## src/rtl/fadsu_nibble_seq.sv

```systemverilog
// fadsu_nibble_seq
//   Multi-cycle add/subtract sequencer. One 4-bit add/sub slice is time-shared
//   across a WIDTH-bit operand pair, one nibble per clock, LSB nibble first.
//   The carry between nibbles is chained through a carry register.
//   Result: S = (A + (CON ? B : ~B) + BCI) mod 2^WIDTH.
//
// Ports
//   CK     in   rising-edge clock
//   RSTN   in   synchronous active-low reset
//   START  in   request; accepted in IDLE or FIN (ignored while BUSY)
//   CON    in   1 = add, 0 = subtract (B inverted); captured on accepted START
//   BCI    in   carry-in; captured on accepted START
//   A, B   in   WIDTH-bit operands; captured on accepted START
//   BUSY   out  high during the NIB nibble cycles
//   DONE   out  one-cycle pulse; S/BCO/OVF valid from this cycle
//   S      out  WIDTH-bit result, held until the next completion or reset
//   BCO    out  carry out of bit WIDTH-1
//   OVF    out  signed overflow (carry into MSB xor carry out of MSB)
//
// All outputs are registered or decoded from registered state only.

module fadsu_nibble_seq #(
  parameter int WIDTH = 16
) (
  input  logic             CK,
  input  logic             RSTN,
  input  logic             START,
  input  logic             CON,
  input  logic             BCI,
  input  logic [WIDTH-1:0] A,
  input  logic [WIDTH-1:0] B,
  output logic             BUSY,
  output logic             DONE,
  output logic [WIDTH-1:0] S,
  output logic             BCO,
  output logic             OVF
);

  localparam int NIB = WIDTH / 4;
  localparam int CW  = (NIB > 1) ? $clog2(NIB) : 1;
  localparam logic [CW-1:0] LAST = CW'(NIB - 1);

  localparam logic [1:0] ST_IDLE = 2'd0;
  localparam logic [1:0] ST_RUN  = 2'd1;
  localparam logic [1:0] ST_FIN  = 2'd2;

  logic [1:0]       state_q, state_d;
  logic [CW-1:0]    cnt_q,   cnt_d;
  logic             carry_q, carry_d;
  logic [WIDTH-1:0] a_q,     a_d;
  // B is stored already conditioned by CON, so the slice is a plain adder.
  logic [WIDTH-1:0] b_q,     b_d;
  logic [WIDTH-1:0] res_q,   res_d;
  logic [WIDTH-1:0] s_q,     s_d;
  logic             bco_q,   bco_d;
  logic             ovf_q,   ovf_d;

  int unsigned idx;
  logic [3:0]  nib_a, nib_b;
  logic [4:0]  sum5;
  logic [3:0]  low3;

  // Shared 4-bit slice operating on nibble cnt_q.
  always_comb begin
    idx   = {{(32-CW){1'b0}}, cnt_q};
    nib_a = a_q[4*idx +: 4];
    nib_b = b_q[4*idx +: 4];
    sum5  = {1'b0, nib_a} + {1'b0, nib_b} + {4'b0, carry_q};
    // Bit 3 of the low 3-bit sum is the carry into the nibble MSB.
    low3  = {1'b0, nib_a[2:0]} + {1'b0, nib_b[2:0]} + {3'b0, carry_q};
  end

  always_comb begin
    state_d = state_q;
    cnt_d   = cnt_q;
    carry_d = carry_q;
    a_d     = a_q;
    b_d     = b_q;
    res_d   = res_q;
    s_d     = s_q;
    bco_d   = bco_q;
    ovf_d   = ovf_q;

    case (state_q)
      ST_IDLE, ST_FIN: begin
        if (START) begin
          a_d     = A;
          b_d     = CON ? B : ~B;
          carry_d = BCI;
          cnt_d   = '0;
          res_d   = '0;
          state_d = ST_RUN;
        end else begin
          state_d = ST_IDLE;
        end
      end
      ST_RUN: begin
        res_d[4*idx +: 4] = sum5[3:0];
        carry_d           = sum5[4];
        if (cnt_q == LAST) begin
          // Outputs are loaded straight from the merged result so they
          // appear together with DONE in the FIN cycle.
          s_d     = res_d;
          bco_d   = sum5[4];
          ovf_d   = sum5[4] ^ low3[3];
          state_d = ST_FIN;
        end else begin
          cnt_d = cnt_q + CW'(1);
        end
      end
      default: state_d = ST_IDLE;
    endcase
  end

  always_ff @(posedge CK) begin
    if (!RSTN) begin
      state_q <= ST_IDLE;
      cnt_q   <= '0;
      carry_q <= 1'b0;
      a_q     <= '0;
      b_q     <= '0;
      res_q   <= '0;
      s_q     <= '0;
      bco_q   <= 1'b0;
      ovf_q   <= 1'b0;
    end else begin
      state_q <= state_d;
      cnt_q   <= cnt_d;
      carry_q <= carry_d;
      a_q     <= a_d;
      b_q     <= b_d;
      res_q   <= res_d;
      s_q     <= s_d;
      bco_q   <= bco_d;
      ovf_q   <= ovf_d;
    end
  end

  assign BUSY = (state_q == ST_RUN);
  assign DONE = (state_q == ST_FIN);
  assign S    = s_q;
  assign BCO  = bco_q;
  assign OVF  = ovf_q;

endmodule
```

## config.mk

```make
export PLATFORM = sky130hd
export DESIGN_NAME = fadsu_nibble_seq
export DESIGN_NICKNAME = d
export VERILOG_FILES = /design/src/rtl/fadsu_nibble_seq.sv
export SDC_FILE = /design/constraint.sdc
export NUM_CORES = 1
export LEC_CHECK = 0
export CORE_MARGIN = 1.5
export CORE_UTILIZATION = 40
export DETAILED_ROUTE_END_ITERATION = 8
export GPL_TIMING_DRIVEN = 0
export PLACE_DENSITY = 0.69
export SLEW_MARGIN = 20
export SYNTH_ARGS = -nofsm -noshare
export SYNTH_HDL_FRONTEND = slang
export SYNTH_SLANG_ARGS = --single-unit
```

## constraint.sdc

```tcl
create_clock -name CK -period 3 [get_ports CK]
set_input_delay 0.6 -clock CK [delete_from_list [all_inputs] [get_ports CK]]
set_output_delay 0.6 -clock CK [all_outputs]
set_load 0.01 [all_outputs]
```

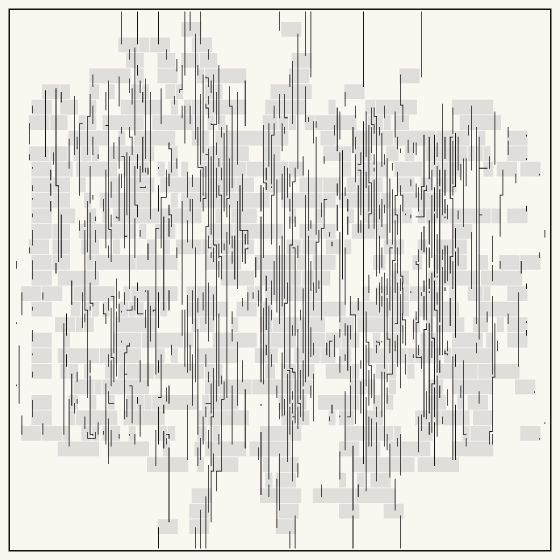
*Met2 routing, run 1*
Cells faint in the background.
The layer carries 3,870 microns of wire. 399 nets have wire on it. The longest straight run is 59.8 microns. The layer holds 49% of the routed length.

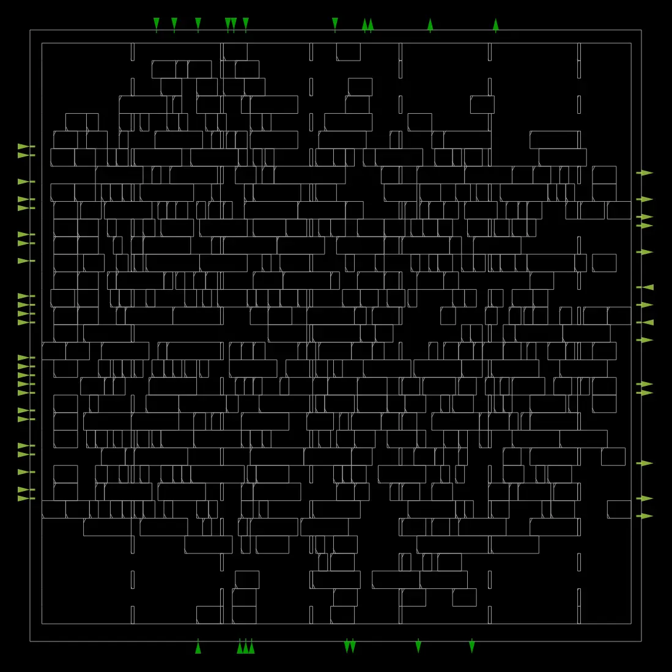
*Cell outlines without signal wires, run 1*
core area: 8180 sq um
Final Core Density: 52.5%
post-route insts no fill: 558
Seq cells: 71

==> results.sh, run 1 <==
# flow metrics
export IMPL_die_h_microns=94.5
export IMPL_fin_worst_skew_ps=8.98
export IMPL_routed_wl_microns=7850
export IMPL_path_class="register to register"
export IMPL_worstSetupStartpointType="register"
export IMPL_grt_pass1_vias=2734
export IMPL_grt_pass1_wl_microns=13100
export IMPL_synth_top_area_share_pct=42.4
export IMPL_r2r_end="res_q[2]$_SDFFE_PN0P_"
export IMPL_synth_distinct_cells=41
export IMPL_logic_gates=280
export IMPL_status="finished clean"
export IMPL_top_cells_by_area="dfxtp_1, nand2_1, a21oi_1"
export IMPL_crit_top_cell="fa_1"
export IMPL_nNonClkInverters=7
export IMPL_insertedDiodeCount=0
export IMPL_syn_cell_area_sq_um=3350
export IMPL_grt_ovfl_total=0
export IMPL_postSynthCellCount=382
export IMPL_placed_cell_area_sq_um=4030
export IMPL_clk_pin_slew_ps=70
export IMPL_hold_end="a_q[3]$_SDFFE_PN0P_"
export IMPL_crit_family="adder cells"
export IMPL_cts_setup_buffers=0
export IMPL_die_w_microns=94.5
export IMPL_vias=2903
export IMPL_crit_chain="buf_6 > mux4_2 > fa_1 > fa_1 > xor2_2 > and2_1 > a32oi_1 > nor2_1"
export IMPL_wl_per_cell_microns=14.1
export IMPL_powerDensity_nw_per_um2=516
export IMPL_combGateArea_sq_um=1790
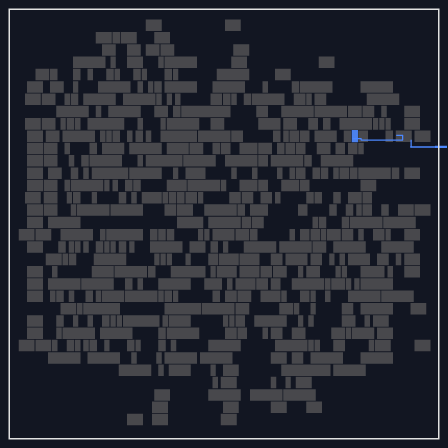
*Port wiring, run 1*
Blue shows DONE, direction output, edge east, end cells 1, buffers 1, wire 21.1 microns.

run 1: registers in the layout (all words and copies together), names as in the netlist:
register  flops
a_q          16
state_q       2
BCO           1
res_q        16
S            16
b_q          16
carry_q       1
cnt_q         2
OVF           1
run 1: layer usage:
metal	track usage, %	vias to the layer above	share of wire (%)
met1	23.9	1357	45
met5	0	-	0
li1	-	1442	-
met4	4.73	0	0.66
met3	5.80	4	5.4
met2	32.1	100	49
run 1: layout by cell type (no fill, tap or decap), types with 8 or more instances in the layout:
master,count
dfxtp_1,70
clkbuf_8,12
ha_1,9
nand2_1,82
xnor2_1,16
a21oi_1,37
a22oi_1,9
nor2_1,30
clkdlybuf4s50_1,55
o21ai_0,13
mux4_2,8
buf_2,11
run 1: worst register-to-register path, cell delays in order (launching register included):
cell     delay, ps
dfxtp_2        410
buf_6          200
mux4_2         560
fa_1           450
fa_1           440
xor2_2         210
and2_1         220
a32oi_1        170
nor2_1          50
run 1: timing repair:
| item | in CTS | in global routing |
|---|---|---|
| gates resized | 4 | 1 |
| hold endpoints to repair | 0 | 0 |
| setup endpoints to repair | 15 | 2 |
run 1: report_power, final:
part           total, mW  switching, mW  internal (mW)
Clock              0.898          0.360          0.538
Combinational      0.317          0.172          0.145
Sequential         0.998         0.0212          0.977
run 1: logic make-up after synthesis:
| group | Yosys count | synth area share [%] |
|---|---|---|
| fa+ha+maj | 11 | 4.56 |
| simple gates | 145 | 19.1 |
| mux | 17 | 8.14 |
| flops | 71 | 42.4 |
| buf+inv | 31 | 4.37 |
| xor+xnor | 18 | 4.71 |
| compound gates | 89 | 16.7 |
run 1: per-stage QoR:
stage          instances  power [mW]
2_1_floorplan        382        1.21
3_3_place_gp         542        1.32
3_5_place_dp         542        1.33
4_1_cts              558        2.23
5_1_grt              558        2.31
6_report             558        2.21
### Cell classes on the final placement, run 1

Fill, decap, tap and diode cells in gray.
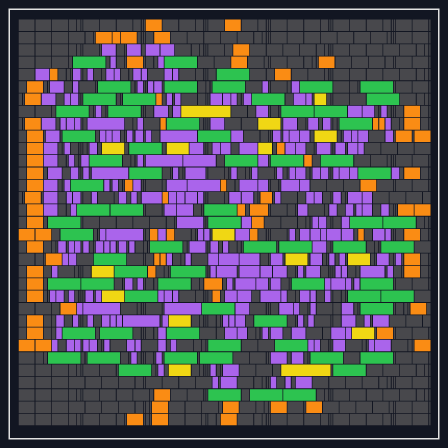

## Run 2: what changed since run 1
--- a/config.mk
+++ b/config.mk
@@ -9,6 +9,7 @@
 export CORE_UTILIZATION = 40
 export DETAILED_ROUTE_END_ITERATION = 8
 export GPL_TIMING_DRIVEN = 0
+export MAX_ROUTING_LAYER = met4
 export PLACE_DENSITY = 0.69
 export SLEW_MARGIN = 20
 export SYNTH_ARGS = -nofsm -noshare
==> constraint.sdc (replaced) <==
create_clock -name CK -period 3 [get_ports CK]
set_input_delay 0.45 -clock CK [delete_from_list [all_inputs] [get_ports CK]]
set_output_delay 0.45 -clock CK [all_outputs]
set_load 0.01 [all_outputs]
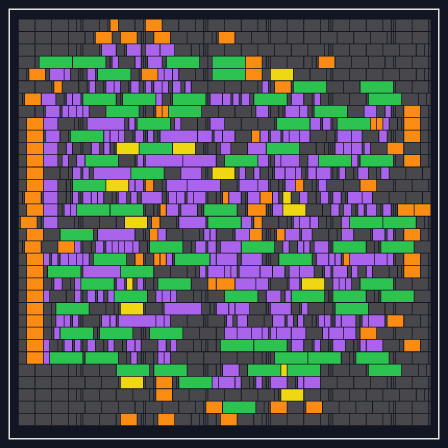
*Cell classes on the final placement, run 2*
Fill, decap, tap and diode cells in gray.
Yellow shows clock drivers and dummy loads, cells 14, share of their area 4.0%. Green shows registers, cells 71, share of their area 35%. Orange shows remaining buffers and delay cells, cells 79, share of their area 17%. Purple shows remaining logic cells, cells 287, share of their area 45%.

==> run 2 against run 1 <==
Net effect:
- clock skew down 2.6 ps
- non-clock buffer count did not move
- register-to-register slack is essentially flat
- synthesized area unchanged
==> results.sh, run 2 <==
# flow metrics
export IMPL_grt_pass1_vias=2698
export IMPL_layout_top_cell="nand2_1"
export IMPL_wirelength_met1_microns=3440
export IMPL_clk_pin_slew_ps=70
export IMPL_die_w_microns=94.5
export IMPL_rows=33
export IMPL_path_class="register to register"
export IMPL_synth_distinct_cells=41
export IMPL_cts_setup_buffers=0
export IMPL_top_cells_by_area="dfxtp_1, nand2_1, a21oi_1"
export IMPL_status="finished clean"
export IMPL_grt_busiest_layer="met2"
export IMPL_route_met3_wl_microns=440
export IMPL_placed_cell_area_sq_um=4030
export IMPL_vias=2849
export IMPL_fp_coreArea_sq_um=8180
export IMPL_dp_cells=542
export IMPL_clock_latency_ps=350
export IMPL_wl_per_cell_microns=13.9
export IMPL_synth_top_area_share_pct=42.4
export IMPL_powerDensity_nw_per_um2=471
export IMPL_use_met3_pct=4.51
export IMPL_dr_max_layer_used="met4"
export IMPL_final_util_pct=51.5
export IMPL_postSynthCellCount=382
export IMPL_postCtsResizedCells=2
export IMPL_syn_cell_area_sq_um=3350
export IMPL_worstSetupStartpointType="register"
export IMPL_globalRouteMet1Util_pct=24.1
export IMPL_die_h_microns=94.5
export IMPL_use_met2_pct=30.6
export IMPL_routed_wl_microns=7750
export IMPL_total_power_mw=1.99
export IMPL_grt_pass1_wl_microns=12900
export IMPL_mostFrequentLayoutCells="nand2_1, dfxtp_1, clkdlybuf4s50_1"
export IMPL_insertedDiodeCount=0
export IMPL_grt_ovfl_total=0
run 2: cell count changes in the layout (fill, tap and decap cells not counted):
cell / change
bufinv_16: -2
clkbuf_1: +2
clkbuf_8: -1
clkinv_2: +1
clkinv_4: -1
clkinvlp_4: -1
run 2: power by group:
group | total (mW) | switching (mW) | internal (mW)
logic | 0.315 | 0.170 | 0.145
registers | 0.999 | 0.0216 | 0.978
clock network | 0.672 | 0.337 | 0.336
run 2: critical path, stage by stage (launching register included):
cell and delay (ps):
dfxtp_2 410, buf_6 200, mux4_2 550, fa_1 450, fa_1 440, a21o_1 230, a21oi_2 190, xor2_1 160
a21oi_1 80
run 2: cell families (layout without fill, tap and decap cells):
family,count (synthesis),count (layout),synth area share (%)
buf+inv,31,100,4.37
xor+xnor,18,18,4.71
compound gates,89,89,16.7
fa+ha+maj,11,11,4.56
simple gates,145,145,19.1
flops,71,71,42.4
mux,17,17,8.14
run 2: layout make-up:
type / instances / area [sq um] / share of cell area [%]
buffer: 24 / 126 / 3.00
clock buffer: 13 / 159 / 3.77
clock inverter: 1 / 5.00 / 0.119
inverter: 7 / 26.3 / 0.624
multi-input combinational: 280 / 1790 / 42.5
sequential: 71 / 1420 / 33.8
tap: 105 / 131 / 3.12
timing repair buffer: 55 / 551 / 13.1
run 2: final timing paths:
kind,start,end,cells after the start,slack (ps)
worst max-delay path,cnt_q[0]$_SDFFE_PN0P_,OVF$_SDFFE_PN0P_,8,160
worst min-delay path,b_q[6]$_SDFFE_PN0P_,b_q[6]$_SDFFE_PN0P_,2,450
worst max register to register,cnt_q[0]$_SDFFE_PN0P_,OVF$_SDFFE_PN0P_,8,160
worst min register to register,b_q[6]$_SDFFE_PN0P_,b_q[6]$_SDFFE_PN0P_,2,450
Power is estimated from default activity; no workload was simulated.
